Design acc_mem_feeder, sky130hd; sources not shown.
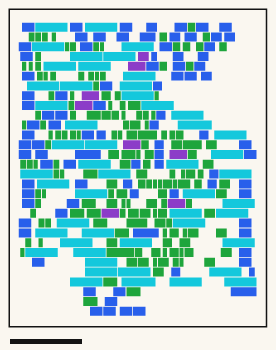
**Above:** run 1 (placed cells, one color a class).
Scale bar: 20 um.
legend:
  green:
    class: all other logic
    cells: 159
  purple:
    class: clock drivers and dummy loads
    cells: 8
  blue:
    class: other buffers and delay cells
    cells: 90
  cyan:
    class: flops
    cells: 50
final core utilization: 61.94%
Core Region: 5405 um2
final cell area excluding filler cells: 3348 um2

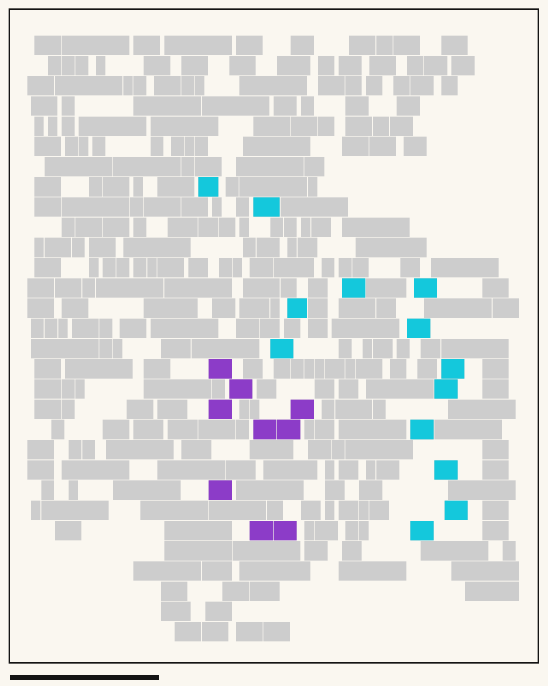
**Above:** run 1 (selected gate families).
Scale bar: 20 um.
legend:
  purple:
    family: XOR/XNOR gates
    cells: 9
  cyan:
    family: AND-OR and OR-AND gates
    cells: 13
    where: right middle
final std cells w/o fill: 371
Comb/total area: 28.77%
Top cell excl fill/tap: clkdlybuf4s50_1

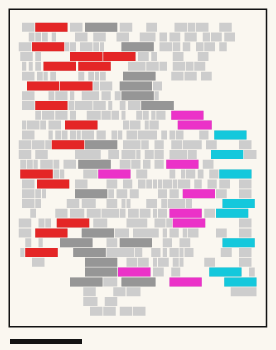
**Above:** run 1 (register map, names as in the netlist).
Scale bar: 20 um. Other sequential cells in the stronger gray, the rest of the logic in the fainter gray.
legend:
  red:
    netlist_name: `result_o`
    flops: 16
  magenta:
    netlist_name: `rd_cnt_q`
    flops: 9
  cyan:
    netlist_name: `mem_addr_o`
    flops: 8
not colored: 17
fraction of area in registers: 37.44%
Flop area: 1254 um2
sequential power: 2.01 mW

==> out/results.tsv, run 1 <==
metric	value	unit
dp_hpwl	3803	um
drt_first_pass_iters	4	
path_clk_slew	0.09	ns
status	finished, violations left	
clock-skew-final	0.009676	ns
setup_violations	1	
slowest_delay	0.42	ns
vias_per_cell	5.251	
violations	negative hold slack, negative setup slack	
ant_nets	0	
grt.total_usage	17.27	%
finalHoldWorstSlack	-0.0002993	ns
finalWirelength	5111	um
hold_viol_final	1	
top_cell	dfrtp_1	
rr_worst_depth	6	
ys_cells	223	
critPathMaxFanout	4	
fin_ws	-0.004704	ns
chipArea	6225	um2
==> run 1: final cells by class <==
class,instances,area share (%)
Inverter,19,2.130
Timing Repair Buffer,90,26.12
Tap cell,64,2.392
Multi-Input combinational cell,140,28.77
Sequential cell,50,37.44
Clock inverter,1,0.2616
Clock buffer,7,2.877
==> run 1: critical path, delay by kind of cell, from the launching register on <==
kind	cells	cell delay [ns]
compound gates	1	0.15
fa+ha+maj	1	0.21
flops	1	0.42
simple gates	4	0.87
==> run 1: power breakdown <==
group	internal (mW)	total (mW)	switching, mW
clock	0.373	0.756	0.383
combinational	1.08	2.00	0.920
sequential	1.64	2.01	0.373
==> run 2, diff against run 1 <==
--- a/config.mk
+++ b/config.mk
@@ -5,6 +5,7 @@
 export SDC_FILE = /design/constraint.sdc
 export NUM_CORES = 1
 export LEC_CHECK = 0
+export ABC_CLOCK_PERIOD_IN_PS = 1700
 export CORE_ASPECT_RATIO = 1.25
 export CORE_MARGIN = 2
 export CORE_UTILIZATION = 42
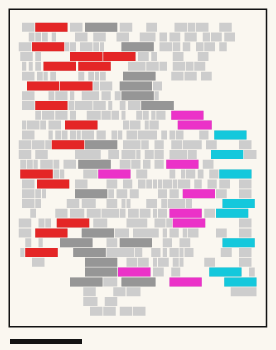
**Above:** run 2 (register map, names as in the netlist).
Scale bar: 20 um. Other sequential cells in the stronger gray, the rest of the logic in the fainter gray.
legend:
  magenta:
    netlist_name: `rd_cnt_q`
    flops: 9
  cyan:
    netlist_name: `mem_addr_o`
    flops: 8
  red:
    netlist_name: `result_o`
    flops: 16
not colored: 17

==> out/results.tsv, run 2 <==
metric	value	unit	change
largest_class	flip-flops and latches		unchanged
clkCellAreaFrac	3.139	%	unchanged
register_area	1254	um2	unchanged
rr_worst_depth	6		unchanged
hold_viol_final	1		unchanged
sh_comb_area	28.77	%	unchanged
top_cell	dfrtp_1		unchanged
setup_violations	1		unchanged
vias_per_cell	5.251		unchanged
dp_hpwl	3803	um	unchanged
critPathMaxFanout	4		unchanged
taps	64		unchanged
finalHoldWorstSlack	-0.0002993	ns	unchanged
worst-path-stages	6		unchanged
buffer_area_share	26.12	%	unchanged
fin_cells	371		unchanged
violations	negative hold slack, negative setup slack		unchanged
finalWirelength	5111	um	unchanged
critPathBufInv	0		unchanged
coreArea	5405	um2	unchanged
nClkBuffers	7		unchanged
fin_util	61.94	%	unchanged
flop-count	50		unchanged
ant_nets	0		unchanged
fin_ws	-0.004704	ns	unchanged
buffers	90		unchanged
status	finished, violations left		unchanged
[run 2: cell counts after synthesis]
Identical to the previous run, type by type.
[run 2: repair_timing]
action,CTS,global route
endpoints found under the hold margin,0,0
setup endpoints to repair,11,23
pin swaps,0,3
gates resized,12,8
hold buffers,0,0
setup buffers,0,1
[run 2: cells by family (layout without fill, tap and decap cells)]
logic type	count (synthesis)	in the layout
buf+inv	33	117
simple gates	71	71
fa+ha+maj	1	1
flops	50	50
compound gates	50	50
mux	9	9
xor+xnor	9	9
[run 2: metal layers]
metal	vias up	wire, um
met2	51	2605
met3	9	282
met5	-	0
met4	0	56
li1	949	-
met1	939	2166
[run 2: where the power goes]
part	switching, mW	internal (mW)	leakage [nW]
clock network	0.383	0.373	0.0544
registers	0.373	1.64	0.634
logic	0.920	1.08	0.794
==> run 3, diff against run 2 <==
--- a/config.mk
+++ b/config.mk
@@ -6,7 +6,7 @@
 export NUM_CORES = 1
 export LEC_CHECK = 0
 export ABC_CLOCK_PERIOD_IN_PS = 1700
-export CORE_ASPECT_RATIO = 1.25
+export CORE_ASPECT_RATIO = 2
 export CORE_MARGIN = 2
 export CORE_UTILIZATION = 42
 export CTS_CLUSTER_SIZE = 40
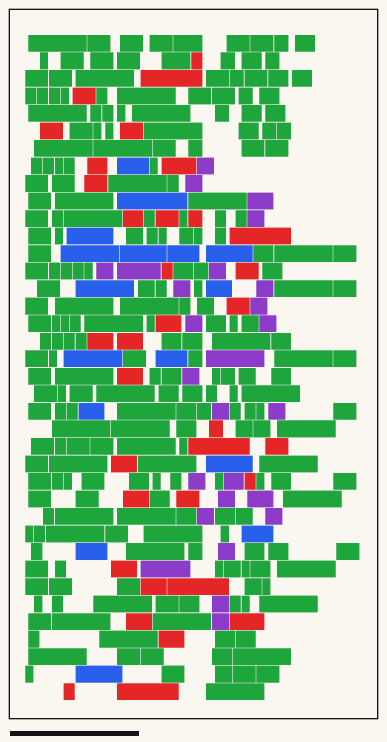
**Above:** run 3 (cell sizes after repair).
Scale bar: 20 um.
legend:
  blue:
    size: drive 6 and up
    cells: 16
  purple:
    size: drive 3 to 4
    cells: 26
  red:
    size: drive 2
    cells: 34
  green:
    size: drive 1 or less
    cells: 243
Layout Area Growth over Synthesis: 52.50%
Non-CTS buffers: 102
Setup WS post-layout: -0.09439 ns

==> out/results.tsv, run 3 <==
metric	value	unit	change
status	finished, violations left		unchanged
violations	negative hold slack, negative setup slack		unchanged
cts_setup_buffers	0		unchanged
highest_layer	met4		unchanged
cts-hold-fix-buffers	0		unchanged
finalWirelength	6389	um	was 5111 um
ys_cells	223		unchanged
final_common_cell	clkdlybuf4s50_1		unchanged
flop-count	50		unchanged
fin_ws	-0.09439	ns	was -0.004704 ns
rr_worst_depth	7		was 6
seq_share	35.02	%	was 37.44%
critPathBufInv	2		was 0
buffer_area_share	29.34	%	was 26.12%
nClkBuffers	5		was 7
slowest_delay	0.44	ns	was 0.42 ns
largest_class	flip-flops and latches		unchanged
setup_violations	19		was 1
coreArea	5420	um2	was 5405 um2
logic_gate_count	140		unchanged
wl_met3	215	um	was 282 um
cts_resized	13		was 12
dp_hpwl	4126	um	was 3803 um
worst-path-stages	7		was 6
register_area	1257	um2	was 1254 um2
clkCellAreaFrac	3.031	%	was 3.139%
wl_met1	2248	um	was 2166 um
hold_viol_final	1		unchanged
grt.total_usage	18.81	%	was 17.27%
sh_comb_area	28.54	%	was 28.77%
fin_cells	379		was 371
finalHoldWorstSlack	-0.008670	ns	was -0.0002993 ns
chipArea	6258	um2	was 6225 um2
path_clk_slew	0.10	ns	was 0.09 ns
inverters	19		unchanged
vias_per_cell	5.496		was 5.251
clock-skew-final	0.01278	ns	was 0.009676 ns
-- run 3: cell count changes in the layout (fill, tap and decap cells not counted), sizes merged --
cell	change
buf	+9
bufinv	+1
clkbuf	+1
clkinv	+1
dlygate4sd2	-1
dlymetal6s2s	+1
-- run 3: cells by family (layout without fill, tap and decap cells) --
family                     after synthesis  count (layout)  synth area share, %
adders and majority gates                1               1               0.5313
muxes                                    9               9                4.304
buffers and inverters                   33             129                6.907
xor gates and xnor gates                 9               9                3.348
DFF                                     50              50                53.13
AOI/OAI and AO/OA                       50              50                14.82
and+or+nand+nor                         71              71                16.95
-- run 3: report_power, final --
group          switching [mW]  internal, mW
Combinational            1.02          1.19
Sequential              0.385          1.64
Clock                   0.404         0.434
Total                    1.80          3.27
Power is estimated from default activity; no workload was simulated.
